`src/rtl/lab_pkg.sv`:
```
// ============================================================================
// Module      : lab_pkg
// Description : Shared state encoding and default constants for the
//               truth-table sweep evaluator.
// Revision    : 1.0  initial release
// ============================================================================
`default_nettype none

package lab_pkg;

  // Default hold time per input vector, in clock cycles
  localparam int STEP_CYCLES_DEF = 20;

  // Default signature width
  localparam int SIG_W_DEF = 16;

  // Hold counter width; covers the full legal STEP_CYCLES range up to 255
  localparam int CNT_W = 8;

  // Evaluator controller states
  typedef enum logic [1:0] {
    S_IDLE = 2'd0,
    S_RUN  = 2'd1,
    S_DONE = 2'd2
  } state_t;

endpackage

`default_nettype wire

```
`src/rtl/lab_tt_ram.sv`:
```
// ============================================================================
// Module      : lab_tt_ram
// Description : Truth-table storage. Synchronous write, asynchronous read,
//               every entry cleared to zero by reset.
// Revision    : 1.0  initial release
// ============================================================================
`default_nettype none

module lab_tt_ram #(
  parameter int ADDR_W = 3,
  parameter int DATA_W = 2
) (
  input  logic              clk,
  input  logic              rst,
  input  logic              we,
  input  logic [ADDR_W-1:0] waddr,
  input  logic [DATA_W-1:0] wdata,
  input  logic [ADDR_W-1:0] raddr,
  output logic [DATA_W-1:0] rdata
);

  localparam int DEPTH = 2 ** ADDR_W;

  logic [DATA_W-1:0] mem [DEPTH];

  // Table write port; reset wipes the whole table so a fresh run sees all zeros
  always_ff @(posedge clk) begin
    if (rst) begin
      for (int i = 0; i < DEPTH; i++) begin
        mem[i] <= '0;
      end
    end else if (we) begin
      mem[waddr] <= wdata;
    end
  end

  // Combinational read so the evaluator can register lut[x] in the same cycle
  always_comb begin
    rdata = mem[raddr];
  end

endmodule

`default_nettype wire

```
`src/rtl/lab2_sweep_eval.sv`:
```
// ============================================================================
// Module      : lab2_sweep_eval
// Description : Applies input vectors to a programmable truth table, either
//               one vector or an exhaustive 0..2**N_IN-1 sweep, holds each
//               vector for STEP_CYCLES cycles and folds the settled outputs
//               into a rotate-XOR signature.
// Revision    : 1.0  initial release
// ============================================================================
`default_nettype none

module lab2_sweep_eval
  import lab_pkg::*;
#(
  parameter int N_IN        = 3,
  parameter int N_OUT       = 2,
  parameter int STEP_CYCLES = STEP_CYCLES_DEF,
  parameter int SIG_W       = SIG_W_DEF
) (
  input  logic             clk,
  input  logic             rst,
  input  logic             tt_we,
  input  logic [N_IN-1:0]  tt_addr,
  input  logic [N_OUT-1:0] tt_wdata,
  input  logic             start,
  input  logic             mode_single,
  input  logic [N_IN-1:0]  vec_in,
  input  logic             abort,
  output logic [N_IN-1:0]  x,
  output logic [N_OUT-1:0] z,
  output logic             z_valid,
  output logic             busy,
  output logic             done,
  output logic [SIG_W-1:0] sig
);

  localparam logic [CNT_W-1:0] CNT_LAST = CNT_W'(STEP_CYCLES - 1);

  state_t             state;
  state_t             state_nxt;
  logic [CNT_W-1:0]   cnt;
  logic               single_q;
  logic               last_step;
  logic               last_vec;
  logic               tt_wr_en;
  logic [N_OUT-1:0]   tt_rdata;

  // The table is frozen while a run is in progress
  assign tt_wr_en  = tt_we && (state != S_RUN);

  // Final hold cycle of the vector currently on x
  assign last_step = (state == S_RUN) && (cnt == CNT_LAST);

  // A single-vector run ends after its one vector; a sweep ends at all-ones
  assign last_vec  = single_q || (&x);

  lab_tt_ram #(
    .ADDR_W (N_IN),
    .DATA_W (N_OUT)
  ) u_tt_ram (
    .clk    (clk),
    .rst    (rst),
    .we     (tt_wr_en),
    .waddr  (tt_addr),
    .wdata  (tt_wdata),
    .raddr  (x),
    .rdata  (tt_rdata)
  );

  // State register
  always_ff @(posedge clk) begin
    if (rst) begin
      state <= S_IDLE;
    end else begin
      state <= state_nxt;
    end
  end

  // Next-state logic: start only counts in IDLE, abort only counts in RUN
  always_comb begin
    state_nxt = state;
    case (state)
      S_IDLE: begin
        if (start) begin
          state_nxt = S_RUN;
        end
      end
      S_RUN: begin
        if (abort) begin
          state_nxt = S_IDLE;
        end else if (last_step && last_vec) begin
          state_nxt = S_DONE;
        end
      end
      S_DONE: begin
        state_nxt = S_IDLE;
      end
      default: begin
        state_nxt = S_IDLE;
      end
    endcase
  end

  // Status outputs decoded from the state and the hold counter
  always_comb begin
    busy    = (state == S_RUN);
    done    = (state == S_DONE);
    z_valid = last_step;
  end

  // Vector, output, hold-counter and signature datapath; everything holds
  // outside RUN and on the abort cycle
  always_ff @(posedge clk) begin
    if (rst) begin
      x        <= '0;
      z        <= '0;
      sig      <= '0;
      cnt      <= '0;
      single_q <= 1'b0;
    end else if ((state == S_IDLE) && start) begin
      x        <= mode_single ? vec_in : '0;
      single_q <= mode_single;
      cnt      <= '0;
      sig      <= '0;
    end else if ((state == S_RUN) && !abort) begin
      z <= tt_rdata;
      if (cnt == CNT_LAST) begin
        cnt <= '0;
        sig <= {sig[SIG_W-2:0], sig[SIG_W-1]} ^ SIG_W'(z);
        if (!last_vec) begin
          x <= x + N_IN'(1);
        end
      end else begin
        cnt <= cnt + CNT_W'(1);
      end
    end
  end

endmodule

`default_nettype wire
```
`config.mk`:
```
export PLATFORM = sky130hd
export DESIGN_NAME = lab2_sweep_eval
export DESIGN_NICKNAME = d
export VERILOG_FILES = /design/src/rtl/lab_pkg.sv /design/src/rtl/lab_tt_ram.sv /design/src/rtl/lab2_sweep_eval.sv
export SDC_FILE = /design/constraint.sdc
export NUM_CORES = 1
export LEC_CHECK = 0
export CAP_MARGIN = 20
export CORE_ASPECT_RATIO = 0.6
export CORE_UTILIZATION = 30
export DETAILED_ROUTE_END_ITERATION = 12
export PLACE_DENSITY_LB_ADDON = 0.25
export SKIP_CTS_REPAIR_TIMING = 1
export SLEW_MARGIN = 10
export SYNTH_ARGS = -nofsm -noshare
export SYNTH_HDL_FRONTEND = slang
export SYNTH_SLANG_ARGS = --single-unit
```
`constraint.sdc`:
```
create_clock -name clk -period 1.5 [get_ports clk]
set_input_delay 0.15 -clock clk [delete_from_list [all_inputs] [get_ports clk]]
set_output_delay 0.15 -clock clk [all_outputs]
set_load 0.02 [all_outputs]
```
==> Slide: Implementation Results <==
Synthesis and Place & Route Summary

Run status
  • Outcome: finished, violations left
  • Violated checks: design-rule violations, negative setup slack

Global routing
  • GR Util met3: 3.86%
  • Met1 track demand over resource in global routing: 22.7%
  • Global-route track usage on met2: 19.8%
  • GRT Max-Usage Layer: met1
  • Pin count of the biggest net entering global routing: 19
  • Wire length of the first global-routing pass: 8.45 mm
  • Vias in the first global route: 1639
  • Total routing resource utilization after global routing: 14.7%
  • Grt total ovfl: 0

Routing
  • DRC: 6
  • Met1 WL: 3.06 mm
  • Wire length per cell: 14.7 um
  • Number of vias after detailed routing: 1878
  • TritonRoute pass-1 iters: 11
  • Total length of routed wires: 5.73 mm
  • Metal3 WL: 387 um
  • Number of nets with antenna violations after detailed routing: 0
  • Drt initial violations: 110
  • Met2 WL: 2.26 mm

Final timing
  • Final setup viols: 18
  • Max_slew headroom: 75.8%
  • Unrepaired setup endpoints after global routing: yes
  • Post-layout period usage: 109%
  • Setup slack of the critical path after layout: -0.129 ns
  • Peak clock frequency supported by timing: 614 MHz
  • Final-report max-slew violation count: 0
  • Fin. Hold Viols: 0

Clock tree
  • Number of buffers created by CTS: 5
  • H-tree depth: 2
  • Clock tree from TritonCTS: done
  • Cell at the root of the clock tree: clkbuf_16
  • Clock transition time at the flip-flop clock pins of the worst setup and hold paths: 0.07 ns
  • Max Buffers Root-to-Sink: 2
  • Insertion delay to the later sink of the worst-skew pair: 0.29 ns

Setup path
  • Most used cell, CP: buf_4
  • Critical Path RT: 1.72 ns
  • Crit-path max cell delay: 0.54 ns
  • Reg2reg setup slack: -0.13 ns
  • Cell with the biggest individual delay on the critical path: or4_1
  • Worst Path Max Fanout: 4
  • Family of cells with the greatest summed delay on the critical path: simple AND/OR/NAND/NOR gates
  • Worst setup SP type: flop
  • Worst setup EP type: flop
  • Worst endpoint data arrival time: 1.85 ns
  • Critical-path cell list: buf_4, nor3b_2, buf_4, or3_1, or4_1, nand2_1

Synth
  • Area share of the leading cell type in the synthesized netlist: 29.8%
  • Count leader, synth: nand2_1
  • Average instance area after synthesis: 9.78 sq um
  • Sequential fraction of the synthesis area: 52.1%
  • Share of async-settable or async-resettable flops after synthesis: 0%
  • Count of mapped cells out of synthesis: 220
  • Top cells by instance count after synthesis: 39 x nand2_1, 32 x dfxtp_1, 22 x nor2_1
  • Synthesized cell area: 0.00215 sq mm
  • Yosys warns: 0
  • Number of enable-type register cells in the synthesized netlist: 16
  • Count of state elements after synthesis: 48
  • Syn Nets: 237
  • Post-synthesis cell count from yosys: 220

Cells and area
  • Number of standard cells in the final layout excluding fillers: 391
  • Fillers: 619
  • Area Growth Syn to Fin: 59.4%
  • Summed area of non-filler cells in the final layout: 0.00343 sq mm
  • Final net count: 320
  • Layout cells sized above 1: 36.8%

Placed design
  • Pre-CTS setup slack: -0.277 ns
  • Count of input and output buffers: 37

Power and ir drop
  • Combinational fraction of design power: 11.4%
  • Power drawn by the clock network: 1240 uW
  • Switching power: 662 uW
  • Seq pwr: 1400 uW
  • Overall Power: 2980 uW
  • Power group with the highest consumption: sequential cells
  • Power density of the placed cells: 870 mW/mm^2
  • Largest vdd supply drop: 0.526 mV
  • Clock power share: 41.7%
  • Sequential fraction of design power: 46.9%
  • Cell Int Power: 2320 uW

Job
  • Number of warnings the tools reported: 28
  • Max_cap viols: 0

Floorplan
  • Core utilization at floorplan: 31.7%
  • Floorplan die height: 67.6 um
  • I/O pin count: 38
  • Overall chip area: 0.00752 sq mm
  • Area of the core: 0.00679 sq mm
[area by class of cell]
class / count / area [sq um] / share of cell area [%]
Inverter: 4 / 15.0 / 0.438
Multi-Input combinational cell: 158 / 1160 / 33.9
Sequential cell: 48 / 1130 / 33.0
Clock inverter: 1 / 8.76 / 0.255
Clock buffer: 7 / 164 / 4.78
Tap cell: 87 / 109 / 3.18
Timing Repair Buffer: 86 / 840 / 24.5
[cell usage in the layout, fill, tap and decap left out, drive strengths merged, types with 4 or more instances in the layout]
master         instances
o21a                   5
a211oi                 4
nand2                 39
nor2                  22
nor3                   4
nand4                  5
xor2                   5
a21oi                 21
xnor2                  4
and3                   4
clkdlybuf4s50         24
or2                    5
dfxtp                 32
clkbuf                 9
dlymetal6s2s          12
buf                   48
nor3b                  5
mux4                   4
edfxtp                16
and2                   8
inv                    4
[stage by stage]
step | utilization, % | setup TNS [ns]
2_1_floorplan | - | -0.0558
3_3_place_gp | 42.8 | -9.72
3_5_place_dp | 42.8 | -10.82
4_1_cts | 45.4 | -3.82
5_1_grt | 50.5 | -2.61
6_report | 50.5 | -0.706
[logic make-up (layout without fill, tap and decap cells)]
group	count (synthesis)	in the layout	synth area share (%)
xor gates and xnor gates	9	9	3.66
adders and majority gates	3	3	1.75
AOI/OAI and AO/OA	34	34	9.19
DFF	48	48	52.1
and+or+nand+nor	105	105	24.6
buffers and inverters	14	98	3.08
muxes	7	7	5.58
[worst paths after layout]
kind | cells after the start | from | endpoint
worst min register to register | 2 | sig[6] | sig[7]
worst max register to register | 6 | state[0] | cnt[7]
worst max-delay path | 6 | state[0] | cnt[7]
worst min-delay path | 2 | sig[6] | sig[7]
[state kept, by name, indices dropped and copies added (netlist names)]
register	flops
u_tt_ram.mem	16
state	2
cnt	8
single_q	1
z	2
x	3
sig	16
Clock nets:
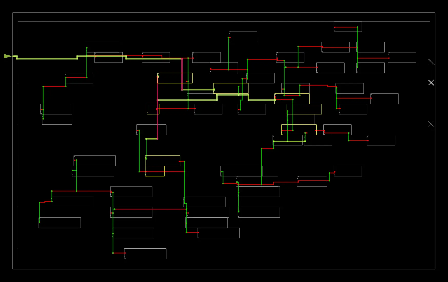
clock skew: 0.00956 ns
flip-flop and latch count: 48

Signal wires by layer:
(6 px per um)
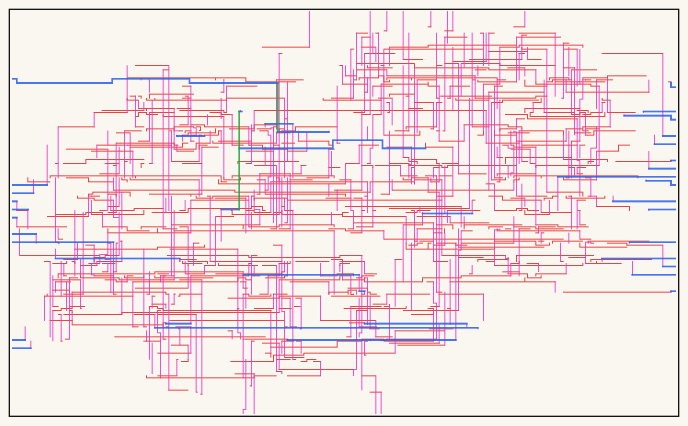
[blue] M3 | wire length: 388 um
[red] M1 | wire length: 3060 um
[magenta] M2 | wire length: 2260 um
[green] M4 | wire length: 24.5 um

Local utilization:
(4 px per um) 11 x 7 tiles, from white (low) to dark blue (high), 0 to 100% covered.
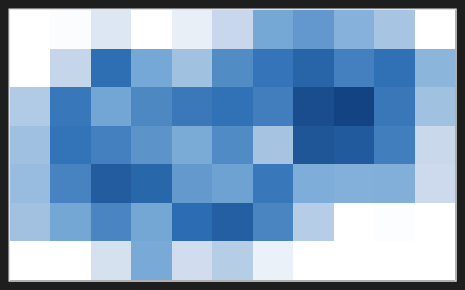
tiles over 75% full: 12%
nearly empty tiles: 18%
fullest tile: 92%
emptiest ninth of the die: lower right
mean over tiles: 44%

Sequential cells coloured by netlist name:
(6 px per um) Other sequential cells in the stronger grey, the rest of the logic in the fainter grey.
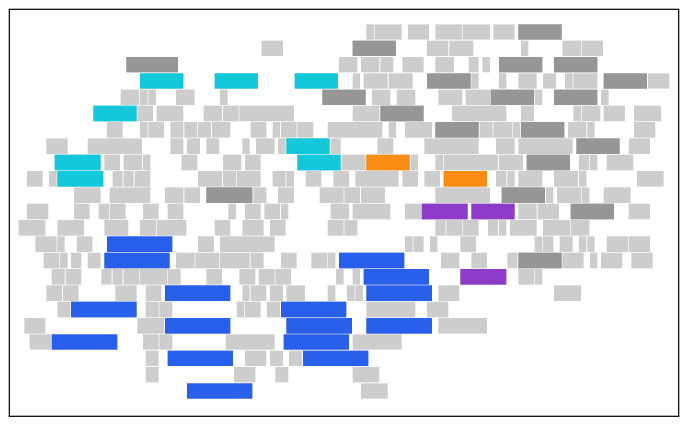
[orange] `z` | placed flops: 2
[blue] `u_tt_ram.mem` | placed flops: 16
[purple] `x` | placed flops: 3
[cyan] `cnt` | placed flops: 8
not coloured: 19

Floorplan with the power grid:
(4 px per um) Pins as bars on the die edge. Tap cells in grey.
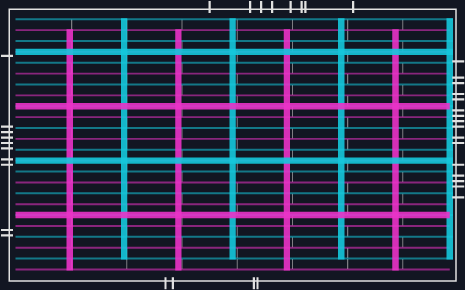
[cyan] VDD
[magenta] VSS
met4 straps: 8
met5 straps: 4
met1 rails: 24
rows: 23

Power figures rest on the tool's default switching activity, not on a simulated workload.
